### src/rtl/ula_muldiv_sequencer_pkg.sv
// Shared definitions for the HI/LO multiply/divide sequencer: ULA op codes, MULDIV op codes, FSM states.
package ula_muldiv_sequencer_pkg;

  typedef enum logic [3:0] {
    ALU_AND = 4'b0000,
    ALU_ADD = 4'b0010,
    ALU_SUB = 4'b0110,
    ALU_SLT = 4'b0111,
    ALU_NOR = 4'b1100
  } alu_op_t;

  typedef enum logic [1:0] {
    OP_MULTU = 2'b00,
    OP_DIVU  = 2'b01,
    OP_MULT  = 2'b10,
    OP_DIV   = 2'b11
  } muldiv_op_t;

  typedef enum logic [2:0] {
    ST_IDLE,
    ST_LOAD,
    ST_PREP1,
    ST_PREP2,
    ST_ITER,
    ST_FIX1,
    ST_FIX2,
    ST_DONE
  } state_t;

endpackage

### src/rtl/ula_muldiv_sequencer_step.sv
// One shift-add multiply or restoring-divide step: derives carry/borrow from MSBs and forms the next {hi,lo}.
module ula_muldiv_sequencer_step
  import ula_muldiv_sequencer_pkg::*;
#(
  parameter int DATA_WIDTH = 32
) (
  input  logic                  is_div,
  input  logic [DATA_WIDTH-1:0] hi,
  input  logic [DATA_WIDTH-1:0] lo,
  input  logic [DATA_WIDTH-1:0] alu_output,
  input  logic                  m_msb,
  output logic [DATA_WIDTH-1:0] next_hi,
  output logic [DATA_WIDTH-1:0] next_lo
);

  localparam int W = DATA_WIDTH;

  logic [W-1:0] rem;
  logic         b_msb;
  logic         carry;
  logic         borrow;
  logic         take;

  always_comb begin
    rem     = {hi[W-2:0], lo[W-1]};
    b_msb   = lo[0] & m_msb;
    carry   = (hi[W-1] & b_msb) | ((hi[W-1] | b_msb) & ~alu_output[W-1]);
    borrow  = (~rem[W-1] & m_msb) | (~(rem[W-1] ^ m_msb) & alu_output[W-1]);
    // The bit shifted out of hi means the partial remainder already exceeds any divisor.
    take    = hi[W-1] | ~borrow;
    next_hi = {carry, alu_output[W-1:1]};
    next_lo = {alu_output[0], lo[W-1:1]};
    if (is_div) begin
      next_hi = take ? alu_output : rem;
      next_lo = {lo[W-2:0], take};
    end
  end

endmodule

### src/rtl/ula_muldiv_sequencer.sv
// MULT/MULTU/DIV/DIVU sequencer owning HI/LO, stepping an external ULA one op per cycle.
// Signed MULT/DIV are built only when MULDIV_SIGNED_EN is defined; otherwise Op[1] is ignored.
module ula_muldiv_sequencer
  import ula_muldiv_sequencer_pkg::*;
#(
  parameter int DATA_WIDTH = 32
) (
  input  logic                  clk,
  input  logic                  rst_n,
  input  logic                  start,
  input  logic [1:0]            op,
  input  logic [DATA_WIDTH-1:0] operand_a,
  input  logic [DATA_WIDTH-1:0] operand_b,
  input  logic                  hi_write,
  input  logic                  lo_write,
  input  logic [DATA_WIDTH-1:0] write_data,
  input  logic [DATA_WIDTH-1:0] alu_output,
  input  logic                  alu_zero,
  output logic [DATA_WIDTH-1:0] alu_data1,
  output logic [DATA_WIDTH-1:0] alu_data2,
  output logic [3:0]            alu_control,
  output logic                  busy,
  output logic                  done,
  output logic [DATA_WIDTH-1:0] hi,
  output logic [DATA_WIDTH-1:0] lo
);

  localparam int W      = DATA_WIDTH;
  localparam int STEP_W = $clog2(DATA_WIDTH);
`ifdef MULDIV_SIGNED_EN
  localparam bit SIGNED_EN = 1'b1;
`else
  localparam bit SIGNED_EN = 1'b0;
`endif

  state_t            state;
  logic [STEP_W-1:0] step;
  logic [W-1:0]      op_a;
  logic [W-1:0]      op_b;
  logic [W-1:0]      m;
  logic              is_div;
  logic              is_signed;
  logic              sign_a;
  logic              sign_b;
  logic [W-1:0]      next_hi;
  logic [W-1:0]      next_lo;
  logic [W-1:0]      src_b;
  logic [W-1:0]      init_m;
  logic [W-1:0]      init_lo;

  // ULA operands are registered, so each edge drives the operands for the step that follows it.
  function automatic logic [W-1:0] drive1(input logic div, input logic [W-1:0] h, input logic [W-1:0] l);
    return div ? {h[W-2:0], l[W-1]} : h;
  endfunction

  function automatic logic [W-1:0] drive2(input logic div, input logic [W-1:0] l, input logic [W-1:0] d);
    return (div || l[0]) ? d : '0;
  endfunction

  ula_muldiv_sequencer_step #(.DATA_WIDTH(W)) u_step (
    .is_div     (is_div),
    .hi         (hi),
    .lo         (lo),
    .alu_output (alu_output),
    .m_msb      (m[W-1]),
    .next_hi    (next_hi),
    .next_lo    (next_lo)
  );

  always_comb begin
    src_b   = (state == ST_PREP2 && op_b[W-1]) ? alu_output : op_b;
    init_m  = is_div ? src_b : op_a;
    init_lo = is_div ? op_a : src_b;
  end

  always_ff @(posedge clk or negedge rst_n) begin
    if (!rst_n) begin
      state       <= ST_IDLE;
      step        <= '0;
      op_a        <= '0;
      op_b        <= '0;
      m           <= '0;
      is_div      <= 1'b0;
      is_signed   <= 1'b0;
      sign_a      <= 1'b0;
      sign_b      <= 1'b0;
      hi          <= '0;
      lo          <= '0;
      busy        <= 1'b0;
      done        <= 1'b0;
      alu_data1   <= '0;
      alu_data2   <= '0;
      alu_control <= ALU_AND;
    end else begin
      case (state)
        ST_IDLE: begin
          done <= 1'b0;
          if (start) begin
            op_a      <= operand_a;
            op_b      <= operand_b;
            is_div    <= op[0];
            is_signed <= op[1] & SIGNED_EN;
            busy      <= 1'b1;
            state     <= ST_LOAD;
          end else begin
            if (hi_write) hi <= write_data;
            if (lo_write) lo <= write_data;
          end
        end
        ST_LOAD, ST_PREP2: begin
          if (state == ST_LOAD && is_signed) begin
            alu_data1   <= '0;
            alu_data2   <= op_a;
            alu_control <= ALU_SUB;
            state       <= ST_PREP1;
          end else begin
            if (state == ST_PREP2) sign_b <= op_b[W-1];
            hi          <= '0;
            lo          <= init_lo;
            m           <= init_m;
            alu_data1   <= drive1(is_div, '0, init_lo);
            alu_data2   <= drive2(is_div, init_lo, init_m);
            alu_control <= is_div ? ALU_SUB : ALU_ADD;
            step        <= '0;
            state       <= ST_ITER;
          end
        end
        ST_PREP1: begin
          sign_a <= op_a[W-1];
          if (op_a[W-1]) op_a <= alu_output;
          alu_data1   <= '0;
          alu_data2   <= op_b;
          alu_control <= ALU_SUB;
          state       <= ST_PREP2;
        end
        ST_ITER: begin
          hi   <= next_hi;
          lo   <= next_lo;
          step <= step + 1'b1;
          if (step == STEP_W'(W - 1)) begin
            if (is_signed) begin
              alu_data1   <= '0;
              alu_data2   <= next_lo;
              alu_control <= ALU_SUB;
              state       <= ST_FIX1;
            end else begin
              busy        <= 1'b0;
              done        <= 1'b1;
              alu_data1   <= '0;
              alu_data2   <= '0;
              alu_control <= ALU_AND;
              state       <= ST_DONE;
            end
          end else begin
            alu_data1 <= drive1(is_div, next_hi, next_lo);
            alu_data2 <= drive2(is_div, next_lo, m);
          end
        end
        ST_FIX1: begin
          if (sign_a ^ sign_b) lo <= alu_output;
          // A product's high word borrows only when the low word negated to zero.
          if (is_div ? sign_a : ((sign_a ^ sign_b) && alu_zero)) begin
            alu_data1   <= '0;
            alu_data2   <= hi;
            alu_control <= ALU_SUB;
          end else if (!is_div && (sign_a ^ sign_b)) begin
            alu_data1   <= hi;
            alu_data2   <= hi;
            alu_control <= ALU_NOR;
          end else begin
            alu_data1   <= hi;
            alu_data2   <= '0;
            alu_control <= ALU_ADD;
          end
          state <= ST_FIX2;
        end
        ST_FIX2: begin
          if (is_div ? sign_a : (sign_a ^ sign_b)) hi <= alu_output;
          busy        <= 1'b0;
          done        <= 1'b1;
          alu_data1   <= '0;
          alu_data2   <= '0;
          alu_control <= ALU_AND;
          state       <= ST_DONE;
        end
        ST_DONE: begin
          done  <= 1'b0;
          state <= ST_IDLE;
        end
        default: state <= ST_IDLE;
      endcase
    end
  end

endmodule

### config.mk
export PLATFORM = sky130hd
export DESIGN_NAME = ula_muldiv_sequencer
export DESIGN_NICKNAME = d
export VERILOG_FILES = /design/src/rtl/ula_muldiv_sequencer_pkg.sv /design/src/rtl/ula_muldiv_sequencer_step.sv /design/src/rtl/ula_muldiv_sequencer.sv
export SDC_FILE = /design/constraint.sdc
export NUM_CORES = 1
export LEC_CHECK = 0
export CORE_MARGIN = 5
export CORE_UTILIZATION = 30
export CTS_CLUSTER_DIAMETER = 30
export DETAILED_ROUTE_END_ITERATION = 10
export MAX_ROUTING_LAYER = met4
export PLACE_DENSITY = 0.58
export SKIP_CTS_REPAIR_TIMING = 1
export SLEW_MARGIN = 40
export SYNTH_ARGS = -nofsm -noshare
export SYNTH_HDL_FRONTEND = slang
export SYNTH_SLANG_ARGS = --single-unit
### constraint.sdc
create_clock -name clk -period 7.4 [get_ports clk]
set_input_delay 0.74 -clock clk [delete_from_list [all_inputs] [get_ports clk]]
set_output_delay 0.74 -clock clk [all_outputs]
set_load 0.05 [all_outputs]
**Run 1: clock distribution**

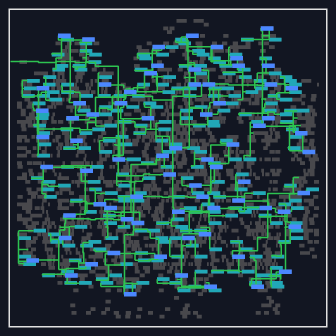
Blue shows clock-net drivers, count 72. Cyan shows flip-flops, count 240. Green shows clock wires, length 4,880 um.
Position of the flops: widely spread. There are 73 routed clock nets.
Clock Latency Late Sink: 0.59 ns
Clock Power Share: 0.274

**Run 1: congestion heat map**

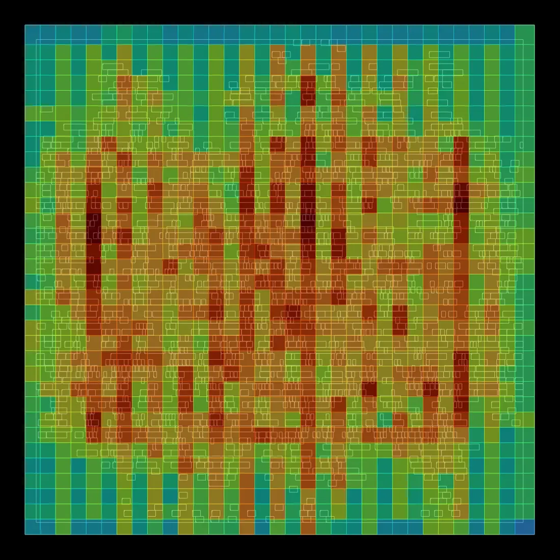
GR Util met1: 0.306
DR WL/cell: 26.0 um
gr usage total: 0.247
met3 usage: 0.0484
Core Util, Final: 0.421

**Run 1: met3 routing**

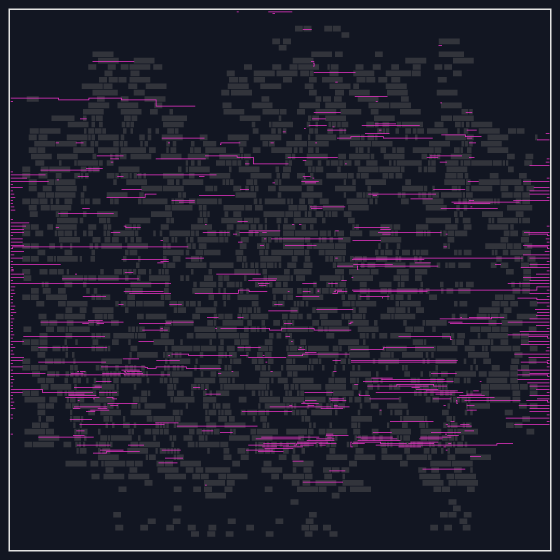
The wires run mostly horizontal. The longest straight run is 78.4 um.
Post-Route WL: 65,600 um
routed vias: 14,800

**Run 1: drive-strength map**

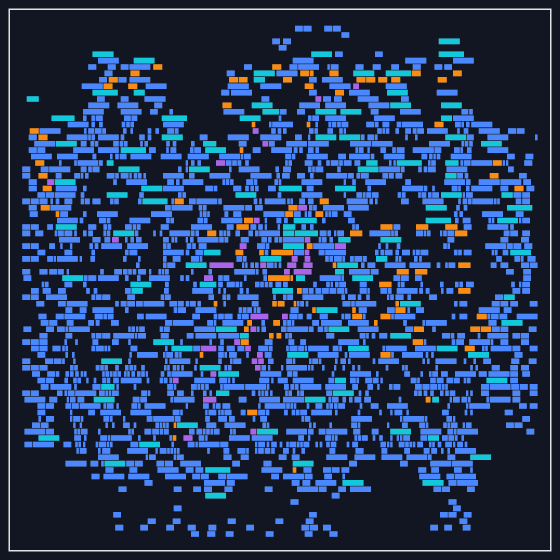
Orange shows x2, cells 92, share 4.8%. Blue shows x1 and smaller, cells 1,659, share 87%. Cyan shows x6 and larger, cells 114, share 6.0%. Purple shows x3 and x4, cells 37, share 1.9%.

==> results.py, run 1 <==
# Synthesis and PnR figures
metrics = {
    "cells_and_area": {
        "buffers": 295,
        "area_delta_synth_final_pct": 38.9,
        "fin_area_sq_um": 20100,
        "seq_area_frac": 0.299,
        "final_cell_count_no_fill": 2520,
        "lay_top_cells": "266 x clkdlybuf4s50_1, 237 x dfrtp_1, 220 x nand2_1",
        "mostFrequentLayoutCell": "clkdlybuf4s50_1",
        "clkCellAreaFrac": 0.126,
    },
    "sta": {
        "finalClockPeriodUsage": 0.451,
        "fmax_mhz": 300,
        "min_period_ns": 3.34,
    },
    "critical_path": {
        "path_common_cell": "buf_4",
        "timing.critical_path.cells": "inv_2 > ha_1 > inv_4 > buf_4 > o21ai_1 > o211ai_4 > buf_4 > a311oi_1 > a21o_1",
        "worstPathRequired_ns": 7.87,
        "crit_buf_inv": 4,
        "rr_worst_depth": 9,
        "reg2reg_slack_ns": 4.06,
        "crit_start": "state[2]",
    },
    "die": {
        "fp_util": 0.303,
    },
    "logic_synthesis": {
        "synthTopCellsByArea": "dfrtp_1 42%, nand2_1 5.8%, mux2i_1 4.8%",
        "edf_count": 0,
        "adder_share": 0.00432,
        "top_cell": "dfrtp_1",
        "synth_area_sq_um": 14500,
        "ys_cells": 1631,
    },
    "routing": {
        "wl_met1_um": 26700,
        "drc": 0,
        "dr.max_layer_used": "met4",
        "drt_first_iter_violations": 1428,
    },
    "power_and_ir_drop": {
        "seqPwrFrac": 0.224,
        "switchingPower_mw": 5.53,
        "comb_power_share": 0.502,
        "p_clk_mw": 3.21,
    },
    "placement": {
        "routabilityCongestion": 0.943,
    },
    "grt": {
        "grt_pass1_vias": 14700,
        "antenna_found_initial": 3,
    },
    "status": {
        "status": "completed",
    },
    "clock_tree": {
        "cts_num_sinks": 240,
    },
    "hold_path": {
        "hp-class": "in2async",
    },
}
==> run 2: changes to the inputs <==
--- a/config.mk
+++ b/config.mk
@@ -10,7 +10,7 @@
 export CTS_CLUSTER_DIAMETER = 30
 export DETAILED_ROUTE_END_ITERATION = 10
 export MAX_ROUTING_LAYER = met4
-export PLACE_DENSITY = 0.58
+export PLACE_DENSITY = 0.6
 export SKIP_CTS_REPAIR_TIMING = 1
 export SLEW_MARGIN = 40
 export SYNTH_ARGS = -nofsm -noshare
==> constraint.sdc (replaced) <==
create_clock -name clk -period 3 [get_ports clk]
set_input_delay 0.3 -clock clk [delete_from_list [all_inputs] [get_ports clk]]
set_output_delay 0.3 -clock clk [all_outputs]
set_load 0.05 [all_outputs]
**Run 2: met3 routing**

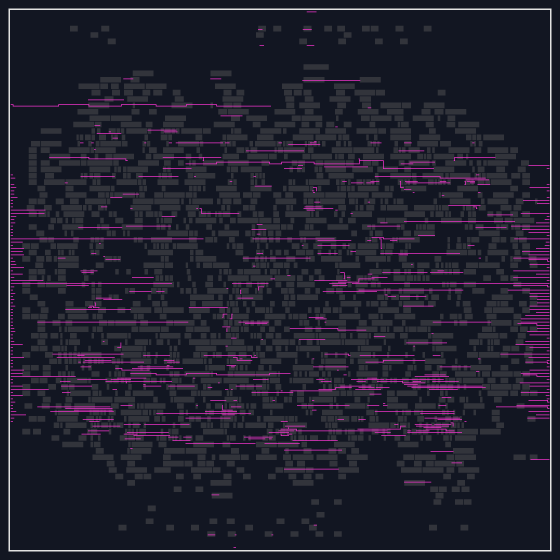
The layer holds 6.7% of the routed length. The wires run mostly horizontal.

**Run 2: logic cells by family**

Bar = 50 um.
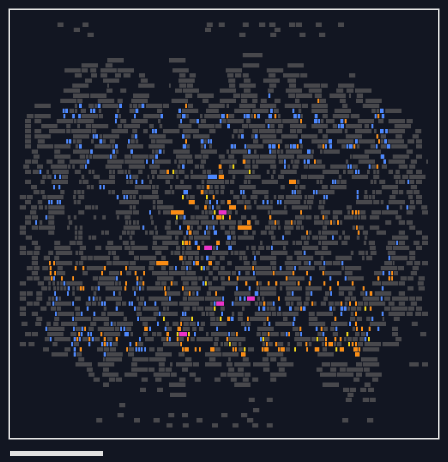
Magenta shows fa/ha/maj cells, cells 5. Blue shows nand cells, cells 303. Yellow shows inv cells, cells 27. Orange shows nor cells, cells 180.
Non-Filler Instances: 2,537
dominant logic cell type in the layout: clkdlybuf4s50_1

==> run 2 against run 1 <==
Net effect: worst setup slack worse by 3.6 ns; critical path depth is 3 lower; power is 140% higher; first-iteration DRC count is 7.0% higher; sequential power up 150%; highest routed layer unchanged.
==> results.py, run 2 <==
# Synthesis and PnR figures
metrics = {
    "clock_tree": {
        "cts_num_sinks": 240,
        "clk_latency_ns": 0.57,
    },
    "placement": {
        "routabilityCongestion": 0.942,
    },
    "cells_and_area": {
        "seq_area_frac": 0.300,
        "fin_area_sq_um": 20100,
        "buffers": 322,
        "area_delta_synth_final_pct": 38.7,
    },
    "power_and_ir_drop": {
        "seqPwrFrac": 0.227,
        "switchingPower_mw": 13.2,
        "p_clk_mw": 7.41,
        "comb_power_share": 0.512,
    },
    "logic_synthesis": {
        "top_cell": "dfrtp_1",
        "adder_share": 0.00432,
        "edf_count": 0,
    },
    "status": {
        "status": "completed",
    },
    "routing": {
        "wl_met1_um": 25500,
        "wl_um": 63300,
        "dr.max_layer_used": "met4",
        "vias": 14700,
    },
    "sta": {
        "min_period_ns": 2.50,
        "finalClockPeriodUsage": 0.833,
    },
    "grt": {
        "antenna_found_initial": 2,
        "met1_usage": 0.292,
        "grtUsageMet3": 0.0450,
    },
    "critical_path": {
        "timing.critical_path.cells": "buf_4 > buf_4 > and3b_1 > a22o_2 > buf_4 > o31ai_1",
        "rr_worst_depth": 6,
        "crit_start": "state[0]",
    },
    "die": {
        "fp_util": 0.303,
    },
}
==> run 3: changes to the inputs <==
==> constraint.sdc (replaced) <==
create_clock -name clk -period 2.2 [get_ports clk]
set_input_delay 0.22 -clock clk [delete_from_list [all_inputs] [get_ports clk]]
set_output_delay 0.22 -clock clk [all_outputs]
set_load 0.05 [all_outputs]
**Run 3: drive-strength map**

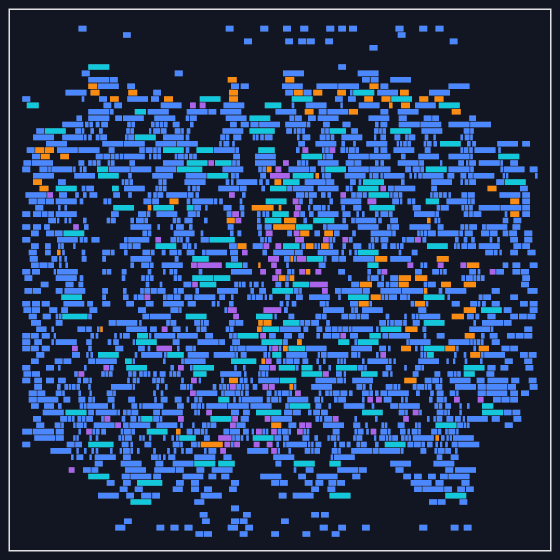
area delta synth->final: 43.3%
post-route design area: 20,700 sq um
post-route setup slack: 0.0346 ns

==> run 3 against run 2 <==
Net effect: hold slack worse by 0.080 ns; non-clock buffer count is 53 higher; global-route usage is 1.1 points higher; via count is 2.4% higher; worst setup slack worse by 0.47 ns; sequential share of layout area is 0.95 points lower; largest cell class unchanged.
==> results.py, run 3 <==
# Synthesis and PnR figures
metrics = {
    "status": {
        "status": "completed",
    },
    "critical_path": {
        "timing.critical_path.cells": "clkdlybuf4s50_1",
        "rr_worst_depth": 6,
        "crit_start": "lo[16]",
    },
    "power_and_ir_drop": {
        "comb_power_share": 0.533,
        "seqPwrFrac": 0.217,
        "switchingPower_mw": 18.6,
        "p_clk_mw": 10.0,
    },
    "routing": {
        "wl_um": 66900,
        "vias": 15100,
    },
    "sta": {
        "min_period_ns": 2.17,
    },
    "cells_and_area": {
        "buffers": 375,
        "seq_area_frac": 0.290,
    },
    "logic_synthesis": {
        "edf_count": 0,
        "top_cell": "dfrtp_1",
        "adder_share": 0.00432,
    },
    "clock_tree": {
        "cts_num_sinks": 240,
        "clk_latency_ns": 0.57,
    },
    "placement": {
        "routabilityCongestion": 0.991,
    },
    "grt": {
        "antenna_found_initial": 1,
        "met1_usage": 0.307,
    },
    "die": {
        "fp_util": 0.303,
    },
}
**Run 3: congestion heat map**

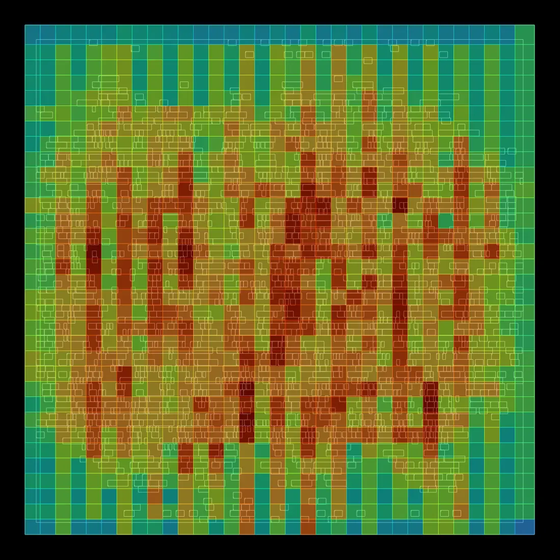
DR WL/cell: 25.8 um
met3 usage: 0.0420

Power and IR drop assume default switching activity.
